Run 1, signal wires by layer:
Bar = 20 µm. Only two layers are drawn.
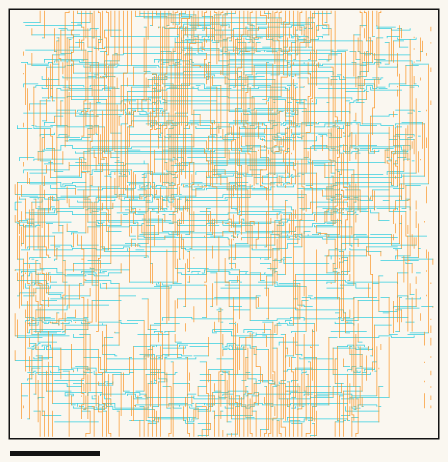
Run 1, clock routing:
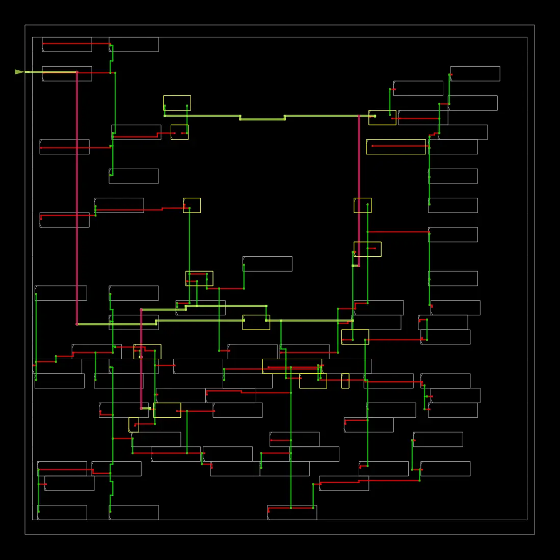
Run 1, the metal 2 layer:
Bar = 20 µm.
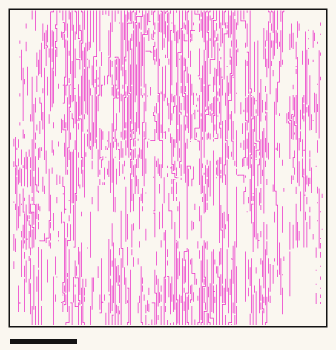
[src/rtl/mem_access_unit.sv]
// mem_access_unit: load/store front end for the word-addressed data memory.
// Loads and word stores complete in the request cycle. Byte and halfword
// stores use a two-cycle read-modify-write and stall the pipeline for the
// first cycle.
// Optional feature macro: MISALIGN_TRAP_EN. When defined, misaligned halfword
// and word accesses are trapped (misalign/bad_addr). When undefined, they are
// silently aligned down.
//
// state  | meaning
// -------+-----------------------------------------------------------
// IDLE   | accepts requests; loads and word stores finish here
// RMW_WR | writes the merged word of a sub-word store, then back to IDLE

module mem_access_unit (
  input  logic        clk,
  input  logic        rst,
  input  logic        req,
  input  logic        we,
  input  logic [1:0]  size,
  input  logic        sign_ext,
  input  logic [31:0] addr,
  input  logic [31:0] wdata,
  output logic [31:0] rdata,
  output logic        ack,
  output logic        busy,
  output logic        misalign,
  output logic [31:0] bad_addr,
  output logic [31:0] dm_addr,
  output logic [31:0] dm_wdata,
  output logic        dm_read,
  output logic        dm_write,
  input  logic [31:0] dm_rdata
);

  typedef enum logic {
    IDLE   = 1'b0,
    RMW_WR = 1'b1
  } state_t;

  state_t      state;
  logic [31:0] addr_q;
  logic [31:0] merge_q;
  logic [31:0] eff_addr;
  logic        is_word;
  logic        is_half;
  logic        trap;
  logic [7:0]  lane_b;
  logic [15:0] lane_h;
  logic [31:0] load_val;
  logic [31:0] merged;

  // Decode access size and the effective (possibly aligned-down) address.
  always_comb begin
    is_word = size[1];
    is_half = (size == 2'b01);
`ifdef MISALIGN_TRAP_EN
    eff_addr = addr;
    trap     = req && ((is_half && addr[0]) || (is_word && (addr[1:0] != 2'b00)));
`else
    eff_addr = addr;
    if (is_word) begin
      eff_addr[1:0] = 2'b00;
    end else if (is_half) begin
      eff_addr[0] = 1'b0;
    end
    trap = 1'b0;
`endif
  end

  // Extract the addressed lane for loads and build the merged word for sub-word stores.
  always_comb begin
    case (eff_addr[1:0])
      2'd0:    lane_b = dm_rdata[7:0];
      2'd1:    lane_b = dm_rdata[15:8];
      2'd2:    lane_b = dm_rdata[23:16];
      default: lane_b = dm_rdata[31:24];
    endcase
    lane_h = eff_addr[1] ? dm_rdata[31:16] : dm_rdata[15:0];

    if (is_word) begin
      load_val = dm_rdata;
    end else if (is_half) begin
      load_val = sign_ext ? {{16{lane_h[15]}}, lane_h} : {16'h0000, lane_h};
    end else begin
      load_val = sign_ext ? {{24{lane_b[7]}}, lane_b} : {24'h000000, lane_b};
    end

    merged = dm_rdata;
    if (is_half) begin
      if (eff_addr[1]) merged[31:16] = wdata[15:0];
      else             merged[15:0]  = wdata[15:0];
    end else begin
      case (eff_addr[1:0])
        2'd0:    merged[7:0]   = wdata[7:0];
        2'd1:    merged[15:8]  = wdata[7:0];
        2'd2:    merged[23:16] = wdata[7:0];
        default: merged[31:24] = wdata[7:0];
      endcase
    end
  end

  // State register plus the read-modify-write capture and trap address.
`ifdef MISALIGN_TRAP_EN
  logic [31:0] bad_addr_q;
`endif
  always_ff @(posedge clk or posedge rst) begin
    if (rst) begin
      state   <= IDLE;
      addr_q  <= 32'h0;
      merge_q <= 32'h0;
`ifdef MISALIGN_TRAP_EN
      bad_addr_q <= 32'h0;
`endif
    end else begin
      case (state)
        IDLE: begin
`ifdef MISALIGN_TRAP_EN
          if (trap) bad_addr_q <= addr;
`endif
          if (req && we && !is_word && !trap) begin
            addr_q  <= eff_addr;
            merge_q <= merged;
            state   <= RMW_WR;
          end
        end
        RMW_WR:  state <= IDLE;
        default: state <= IDLE;
      endcase
    end
  end

`ifdef MISALIGN_TRAP_EN
  assign bad_addr = bad_addr_q;
`else
  assign bad_addr = 32'h0;
`endif

  // Output decode; everything is held at zero while reset is asserted.
  always_comb begin
    rdata    = 32'h0;
    ack      = 1'b0;
    busy     = 1'b0;
    misalign = 1'b0;
    dm_addr  = 32'h0;
    dm_wdata = 32'h0;
    dm_read  = 1'b0;
    dm_write = 1'b0;
    if (!rst) begin
      case (state)
        IDLE: begin
          if (trap) begin
            misalign = 1'b1;
            ack      = 1'b1;
          end else if (req && !we) begin
            dm_read = 1'b1;
            dm_addr = eff_addr;
            rdata   = load_val;
            ack     = 1'b1;
          end else if (req && is_word) begin
            dm_write = 1'b1;
            dm_addr  = eff_addr;
            dm_wdata = wdata;
            ack      = 1'b1;
          end else if (req) begin
            dm_read = 1'b1;
            dm_addr = eff_addr;
            busy    = 1'b1;
          end
        end
        RMW_WR: begin
          dm_write = 1'b1;
          dm_addr  = addr_q;
          dm_wdata = merge_q;
          ack      = 1'b1;
        end
        default: ;
      endcase
    end
  end

endmodule

[config.mk]
export PLATFORM = sky130hd
export DESIGN_NAME = mem_access_unit
export DESIGN_NICKNAME = d
export VERILOG_FILES = /design/src/rtl/mem_access_unit.sv
export SDC_FILE = /design/constraint.sdc
export NUM_CORES = 1
export LEC_CHECK = 0
export CAP_MARGIN = 5
export CORE_UTILIZATION = 55
export DETAILED_ROUTE_END_ITERATION = 10
export DONT_BUFFER_PORTS = 1
export PLACE_DENSITY = 0.72
export SLEW_MARGIN = 20
export SYNTH_ARGS = -nofsm -noshare
export SYNTH_HDL_FRONTEND = slang
export SYNTH_SLANG_ARGS = --single-unit
export TNS_END_PERCENT = 30
[constraint.sdc]
create_clock -name clk -period 5 [get_ports clk]
set_clock_uncertainty 0.2 [all_clocks]
set_input_delay 0.75 -clock clk [delete_from_list [all_inputs] [get_ports clk]]
set_output_delay 0.75 -clock clk [all_outputs]
set_load 0.1 [all_outputs]
==> results.txt, run 1 <==
run metrics: outcome=completed, Post-Syn Area=0.00473 mm², YS warnings=0, Chip Area, Yosys=~0.0047 mm², die area=~0.009 mm², clock tree buffer depth=2, RSZ-0062 raised after global routing=no, Die Height=94.7 µm, Overall Power=0.00181 W, largest registers=addr_q: 32 flops, merge_q: 32 flops, state: 1 flops, Register-to-Register Path Depth=6, endpoints failing setup=0, DR iter-0 viols=353, largest fanout on the critical path=15, biggest area cells=dfrtp_1 (34%), nand2_1 (15%), mux2i_1 (10%), Commonest Layout Cell=nand2_1, DRT met1 WL=5.90 mm, Via density=about 6.2, Yosys top cell by instances=nand2_1, multiplexer share of the synthesized area=10.2%, endpoints failing hold=0, post-synthesis sequential area ratio=34.4%, Log Warnings=26, power in sequential cells=0.000674 W, comb_multi_in=just under 500, Min-Delay Endpoint=merge_q[14]$_DFFE_PP0P_, WHS=0.280 ns, startpoint types=input pin, count of library flops with an enable pin=0, Lkg Pwr=~2.5 nW, CP Cell Sequence=nor2b_1 > o32a_1 > nand2_1 > o2bb2ai_2, CTS Root Buffer Type=clkbuf_8, combinational power=0.000626 W, Worst R2R Start=state$_DFF_PP0_, cells after synthesis=611, final core utilization=64.1%, CP arrival=2.97 ns, register share of total power=between 30% and 40%, VDD IR-drop max=0.000218 V, clock-cell share of area=4.13%, Seq. cell area=0.00163 mm², clock-net power=0.000507 W, Async SR Flop Fraction=100%, row count=33, Int Pwr=0.00103 W, hpwl dp=10.5 mm, Area after DPL=0.00508 mm², cell total after placement=around 720, logic share of the area=55.1%
-- 'signal wires by layer' (at the start) --
cyan -> met1  # wire length 5900 µm
orange -> met2  # wire length 6800 µm

-- 'clock routing' (at the start) --
Clock Buffer Count: 10
flip-flops: 65
clk_lat worst skew: 0.34 ns
CTS Buf Count: 9
clk sinks: 65

-- 'the metal 2 layer' (at the start) --
nets with wire on the layer = 587
main direction = vertical
wire length on this layer = 6800 µm
share of all routed wire = 47%
WL final: 14.6 mm
Vias: 4561
met2 usage: 50.2%

==> run 2: changes to the inputs <==
==> constraint.sdc (replaced) <==
create_clock -name clk -period 3.8 [get_ports clk]
set_clock_uncertainty 0.2 [all_clocks]
set_input_delay 0.57 -clock clk [delete_from_list [all_inputs] [get_ports clk]]
set_output_delay 0.57 -clock clk [all_outputs]
set_load 0.1 [all_outputs]
Run 2, signal wires by layer:
Bar = 20 µm. Only two layers are drawn.
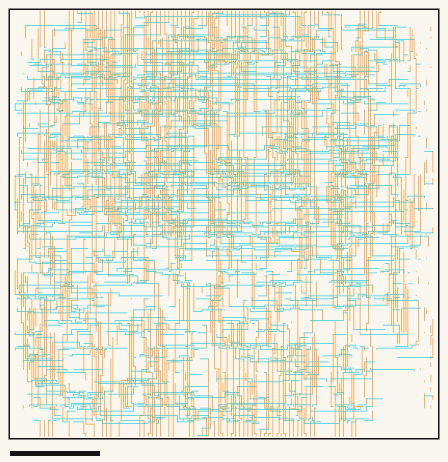
Vias: 4778
drt wl/cell: 19.2 µm
WL final: 15.2 mm

==> run 2 against run 1 <==
Compared with the run above: critical endpoint is now rdata[11]; global-route usage increased by 0.65 points; sequential cell count unchanged; design area increased by 10%.
==> results.txt, run 2 <==
run metrics: outcome=completed, VDD IR-drop max=0.000289 V, post-synthesis sequential area ratio=between 30% and 40%, clk sinks=65, endpoints failing setup=0, multiplexer share of the synthesized area=between 10% and 20%, Register-to-Register Path Depth=5, Chip Area, Yosys=0.00473 mm², cells after synthesis=roughly 610, clk_lat worst skew=0.35 ns, Area after DPL=0.00563 mm², CTS Root Buffer Type=clkbuf_8, RSZ-0062 raised after global routing=no, clock tree buffer depth=2, final core utilization=70.8%, CP arrival=2.48 ns, Min-Delay Endpoint=addr_q[26]$_DFFE_PP0P_, Post-Syn Area=around 0.0047 mm², Seq. cell area=0.00163 mm², Worst R2R Start=state$_DFF_PP0_, row count=33, Int Pwr=0.00139 W, largest registers=addr_q: 32 flops, merge_q: 32 flops, state: 1 flops, die area=0.00898 mm², largest fanout on the critical path=9, met2 usage=54.0%, flip-flops=65, logic share of the area=50.0%, Commonest Layout Cell=nand2_1, Yosys top cell by instances=nand2_1
Power is estimated from default activity; no workload was simulated.
